===== src/rtl/spiker_frame_loader_if.sv =====
// Stream-in / frame-out handshake bundle for spiker_frame_loader.
// The master side feeds words and consumes frames. The slave side is the loader.
interface spiker_frame_loader_if #(
  parameter int WIDTH    = 32,
  parameter int N_SPIKES = 784,
  parameter int CNT_W    = 16
);
  localparam int N_REG = (N_SPIKES + WIDTH - 1) / WIDTH;
  localparam int IDX_W = $clog2(N_REG + 1);

  logic [WIDTH-1:0]    in_data_i;
  logic                in_valid_i;
  logic                in_ready_o;
  logic [N_SPIKES-1:0] frame_o;
  logic                frame_valid_o;
  logic                frame_ready_i;
  logic [IDX_W-1:0]    word_cnt_o;
  logic                pad_err_o;
  logic [CNT_W-1:0]    frames_done_o;

  modport master (
    output in_data_i, in_valid_i, frame_ready_i,
    input  in_ready_o, frame_o, frame_valid_o, word_cnt_o, pad_err_o, frames_done_o
  );

  modport slave (
    input  in_data_i, in_valid_i, frame_ready_i,
    output in_ready_o, frame_o, frame_valid_o, word_cnt_o, pad_err_o, frames_done_o
  );
endinterface


===== src/rtl/spiker_frame_loader.sv =====
// Packs a stream of WIDTH-bit spike words into one N_SPIKES-wide frame for the reader.
// It also flags non-zero padding in the last word and counts the frames that were consumed.
module spiker_frame_loader #(
  parameter int WIDTH    = 32,
  parameter int N_SPIKES = 784,
  parameter int CNT_W    = 16
) (
  input  logic clk_i,
  input  logic rst_i,
  input  logic clear_i,
  spiker_frame_loader_if.slave bus
);
  localparam int N_REG      = (N_SPIKES + WIDTH - 1) / WIDTH;
  localparam int DATA_WIDTH = N_REG * WIDTH;
  localparam int IDX_W      = $clog2(N_REG + 1);
  localparam int PAD_W      = DATA_WIDTH - N_SPIKES;
  localparam int LAST_W     = N_SPIKES - (N_REG - 1) * WIDTH;
  localparam logic [WIDTH-1:0] ONES     = '1;
  localparam logic [WIDTH-1:0] PAD_MASK = ~(ONES >> PAD_W);

  typedef enum logic {FILL, PRESENT} state_t;

  state_t              state_q, state_d;
  logic [N_SPIKES-1:0] frame_q;
  logic [IDX_W-1:0]    cnt_q;
  logic                pad_err_q;
  logic [CNT_W-1:0]    frames_q;
  logic                in_ready, accept, consume, last_word;

  assign last_word = (cnt_q == IDX_W'(N_REG - 1));

  always_comb begin
    state_d  = state_q;
    in_ready = 1'b0;
    accept   = 1'b0;
    consume  = 1'b0;
    case (state_q)
      FILL: begin
        in_ready = !clear_i && !rst_i;
        accept   = bus.in_valid_i && in_ready;
        if (accept && last_word) state_d = PRESENT;
      end
      PRESENT: begin
        consume = bus.frame_ready_i && !clear_i;
        if (consume) state_d = FILL;
      end
      default: state_d = FILL;
    endcase
    if (clear_i) state_d = FILL;
  end

  // The padding bits of the last word are checked on arrival. They are not kept, because they never reach frame_o.
  always_ff @(posedge clk_i or posedge rst_i) begin
    if (rst_i) begin
      state_q   <= FILL;
      frame_q   <= '0;
      cnt_q     <= '0;
      pad_err_q <= 1'b0;
      frames_q  <= '0;
    end else begin
      state_q <= state_d;
      for (int unsigned i = 0; i < N_REG - 1; i++) begin
        if (accept && cnt_q == IDX_W'(i)) frame_q[i*WIDTH +: WIDTH] <= bus.in_data_i;
      end
      if (accept && last_word) frame_q[N_SPIKES-1 -: LAST_W] <= bus.in_data_i[LAST_W-1:0];
      if (clear_i) begin
        cnt_q     <= '0;
        pad_err_q <= 1'b0;
      end else begin
        if (accept) begin
          cnt_q <= cnt_q + 1'b1;
          if (last_word && |(bus.in_data_i & PAD_MASK)) pad_err_q <= 1'b1;
        end
        if (consume) begin
          cnt_q    <= '0;
          frames_q <= frames_q + 1'b1;
        end
      end
    end
  end

  assign bus.in_ready_o    = in_ready;
  assign bus.frame_o       = frame_q;
  assign bus.frame_valid_o = (state_q == PRESENT);
  assign bus.word_cnt_o    = cnt_q;
  assign bus.pad_err_o     = pad_err_q;
  assign bus.frames_done_o = frames_q;
endmodule

===== src/flat_wrapper.sv =====
// flat-port wrapper written by rule: the top's interface ports become plain ports
module spiker_frame_loader_flat 
#(
  parameter int WIDTH    = 32,
  parameter int N_SPIKES = 784,
  parameter int CNT_W    = 16
)
  (clk_i, rst_i, clear_i, bus_in_data_i, bus_in_valid_i, bus_frame_ready_i, bus_in_ready_o, bus_frame_o, bus_frame_valid_o, bus_word_cnt_o, bus_pad_err_o, bus_frames_done_o);
  spiker_frame_loader_if #(.WIDTH(WIDTH), .N_SPIKES(N_SPIKES), .CNT_W(CNT_W)) bus_i ();
  input  logic clk_i;
  input  logic rst_i;
  input  logic clear_i;
  input wire logic [$bits(bus_i.in_data_i)-1:0] bus_in_data_i;
  input wire logic [$bits(bus_i.in_valid_i)-1:0] bus_in_valid_i;
  input wire logic [$bits(bus_i.frame_ready_i)-1:0] bus_frame_ready_i;
  output wire logic [$bits(bus_i.in_ready_o)-1:0] bus_in_ready_o;
  output wire logic [$bits(bus_i.frame_o)-1:0] bus_frame_o;
  output wire logic [$bits(bus_i.frame_valid_o)-1:0] bus_frame_valid_o;
  output wire logic [$bits(bus_i.word_cnt_o)-1:0] bus_word_cnt_o;
  output wire logic [$bits(bus_i.pad_err_o)-1:0] bus_pad_err_o;
  output wire logic [$bits(bus_i.frames_done_o)-1:0] bus_frames_done_o;
  assign bus_i.in_data_i = bus_in_data_i;
  assign bus_i.in_valid_i = bus_in_valid_i;
  assign bus_i.frame_ready_i = bus_frame_ready_i;
  assign bus_in_ready_o = bus_i.in_ready_o;
  assign bus_frame_o = bus_i.frame_o;
  assign bus_frame_valid_o = bus_i.frame_valid_o;
  assign bus_word_cnt_o = bus_i.word_cnt_o;
  assign bus_pad_err_o = bus_i.pad_err_o;
  assign bus_frames_done_o = bus_i.frames_done_o;
  spiker_frame_loader #(.WIDTH(WIDTH), .N_SPIKES(N_SPIKES), .CNT_W(CNT_W)) u_core (.clk_i(clk_i), .rst_i(rst_i), .clear_i(clear_i), .bus(bus_i));
endmodule

===== config.mk =====
export PLATFORM = sky130hd
export DESIGN_NAME = spiker_frame_loader_flat
export DESIGN_NICKNAME = d
export VERILOG_FILES = /design/src/rtl/spiker_frame_loader_if.sv /design/src/rtl/spiker_frame_loader.sv /design/src/flat_wrapper.sv
export SDC_FILE = /design/constraint.sdc
export NUM_CORES = 1
export LEC_CHECK = 0
export CAP_MARGIN = 20
export CORE_AREA = 2 2 333 335
export CTS_BUF_LIST = sky130_fd_sc_hd__clkbuf_2 sky130_fd_sc_hd__clkbuf_4 sky130_fd_sc_hd__clkbuf_8
export CTS_CLUSTER_DIAMETER = 40
export DETAILED_ROUTE_END_ITERATION = 16
export DIE_AREA = 0 0 335 337
export MAX_ROUTING_LAYER = met4
export PLACE_DENSITY = 0.63
export SYNTH_ARGS = -nofsm -noshare
export SYNTH_HDL_FRONTEND = slang
export SYNTH_SLANG_ARGS = --single-unit

===== constraint.sdc =====
create_clock -name clk_i -period 45.7 [get_ports clk_i]
set_input_delay 11.425 -clock clk_i [delete_from_list [all_inputs] [get_ports clk_i]]
set_output_delay 11.425 -clock clk_i [all_outputs]
set_load 0.01 [all_outputs]

port_nets.png
The bar under the picture is 100 um long.
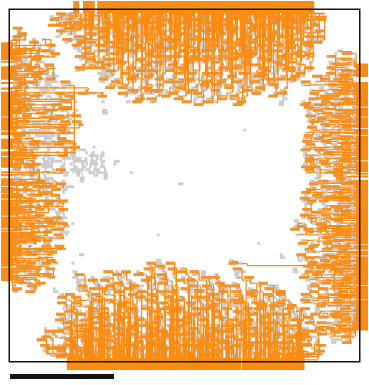
Orange marks `bus_frame_o`, bits 784, direction output, end cells 784, wire 35.0 mm.

final_congestion.png
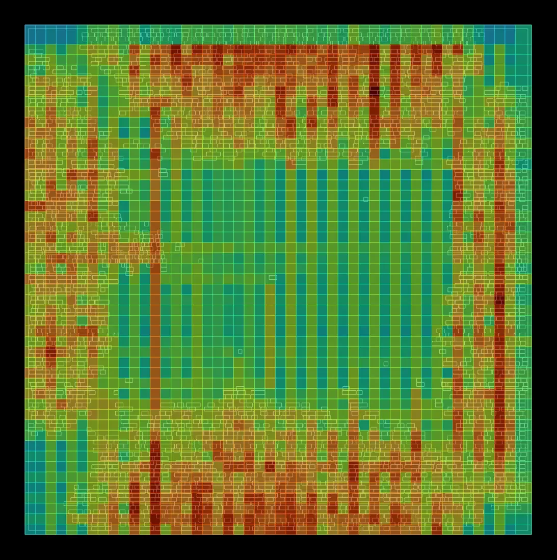
Finished Core Util: 39.9%
routed len/inst: 24.9 um
M1 GR Usage: 22.1%
GRT busiest layer: met2

==> run summary <==
Physical implementation.

- Detailed placement reports a standard cell area of 0.0405 mm^2.
- The post-DP HPWL is between 70000 and 80000 um.
- Endpoints failing hold in the final report were tallied at 0.
- The clock-pin transition on the worst setup and hold timing paths is 60 ps.
- The number of cells on the critical path is 3.
- The critical path goes through clkdlybuf4s50_1 -> nor3_1 -> clkdlybuf4s50_1.
- The synthesized instance count is approximately 1800.
- Clock network power for this build is 0.000744 W.
- The overflow left after global routing is 0.
- The die height is 337 um.
- The floorplan step defined a core boundary enclosing roughly 0.11 mm^2.
- The flip-flop count of the largest register, all copies and words added is 784.
- The synthesis report lists the most area-consuming cells as sky130_fd_sc_hd__dfrtp_1 66%, sky130_fd_sc_hd__mux2_2 28%, sky130_fd_sc_hd__mux2_4 1.4%.
- The worst hold path startpoint is u_core.bus.frame_o[407].
- The synthesized netlist devotes 0.515% of its cell area to XOR and XNOR gates.
- The area share of fa/ha/maj cells after synthesis is 0.245%.
- The count of antenna-violating nets left after detailed routing is 0.
- The combined buffer and inverter count along the critical path is 2.
- The detailed route wirelength on metal3 is 7180 um.
- The number of instances resized during post-cts repair is 0.
- The critical path endpoint category is an output port.
- For the worst setup path, the data arrival time is 12950 ps.
- The maximum clock rate is between 0.04 and 0.05 GHz.
- The number of primary I/O pins is 845.
- The post-synthesis register bit count is 807.
- Per the run report, area growth between synthesis and finish was 42.8%.
- Of the total standard cell area in the layout, the multi-input combinational portion is 22.3%.
- The sequential power is around 0.00075 W.
- Yosys mapped a number of flops with a built-in enable equal to 0.
- Among all stages on the critical path, the maximum delay recorded is ~660 ps.
- By startpoint and endpoint, the worst setup path is classified as input port to output port.
- The number of I/O port buffers is around 840.
- The via density per instance is 4.51.
- 2 antenna diodes ended up in the layout.
- The initial antenna violation count was 11.
- TritonCTS built the clock tree.
- The width of the die is about 340 um.
- The power per unit of standard cell area is 37.1 mW/mm^2.
- The multi-input combinational cells in the finished layout cover a total of a little under 0.01 mm^2.
- Setup repair after global routing left no endpoint under its margin.
- The final-layout worst hold slack is 485 ps.
- The largest total area in the synthesized netlist belongs to sky130_fd_sc_hd__dfrtp_1.
- The fraction of final cell area spent on non-clock buffers in this run is 20.1%.
- At the worst endpoint, the required time is 34270 ps.
- The internal power is 0.00123 W.
- Entering global routing, the biggest net connects 112 pins.
- The area recorded from the Yosys report for this design is 0.0306 mm^2.
- The number of cells on the worst hold path is 1.
- The reported max-cap violation count is 0.
- The sum of negative setup slack is 0 ps.
- When the netlist entered floorplanning its net count stood at 1892.
- Per STA, the library cell used most along the worst path is sky130_fd_sc_hd__clkdlybuf4s50_1.
- The synthesized-area fraction occupied by ao, oa, aoi and oai cells is less than 1%.
- After the last flow step, the layout net total stands at 2796.
- The clock network takes up under 10% of total cell area after layout.
- The fraction of area in registers is 46.2%.
- The total of warnings raised by yosys is 0.
- The number of ordinary inverters in the final layout is 5.
- Tap insertion was completed with 1426 tapcells.
- The startpoint of the worst-slack reg-to-reg timing path is u_core.bus.frame_valid_o.
- After the flow finishes, the layout carries non-filler instances totaling 4289.
- Summing all non-filler instances in the final layout gives an area of roughly 0.044 mm^2.
- Total power for the finished layout comes to about 0.0016 W.
- The flow ran to the end, and the final reports show no timing, DRC or antenna violations.
- Once placement completed, the tool counted placed cells totaling between 4000 and 5000.
- The kind of cell with the highest combined delay on the critical path is buffers and inverters.
- The worst min-delay path endpoint is u_core.bus.frame_o[407].
- The script extracted a net switching power of 0.000393 W.
- The violation tally from detailed-route iteration zero is 927.
- In the final layout, the share of cells above drive strength 1 is 39.9%.
- The number of hold-repair buffers added at the cts stage is 0.
- From the final report, the count of setup violators was given as 0.
- The post-CTS repair timing setup buffer count is 0.
- The root cell of the clock tree is sky130_fd_sc_hd__clkbuf_8.
- The script computed the net switching share of total power as 24.2%.
- The clock buffer count is between 200 and 250.
- The most used standard cell by instance count after synthesis is sky130_fd_sc_hd__dfrtp_1.
- Global routing used 19.0% of the available tracks.
- After synthesis, the mean cell area works out to 16.6 um^2.
metal_stack.png
The bar under the picture is 100 um long.
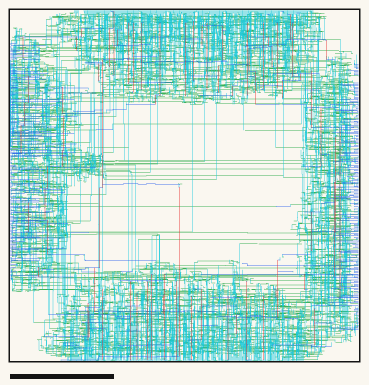
Green marks met1, wire length 43.4 mm. Red marks met4, wire length 3320 um. Cyan marks met2, wire length 53.0 mm. Blue marks met3, wire length 7180 um.

registers.png
The bar under the picture is 100 um long. Other sequential cells in the stronger gray, the rest of the logic in the fainter gray.
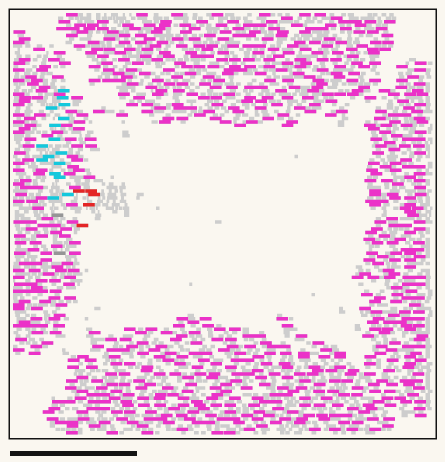
Cyan marks `u_core.bus.frames_done_o`, placed flops 16. Magenta marks `u_core.bus.frame_o`, placed flops 784, where spread over the die. Red marks `u_core.bus.word_cnt_o`, placed flops 5, where west.

No activity file was given, so power comes from the tool's default toggle rates.
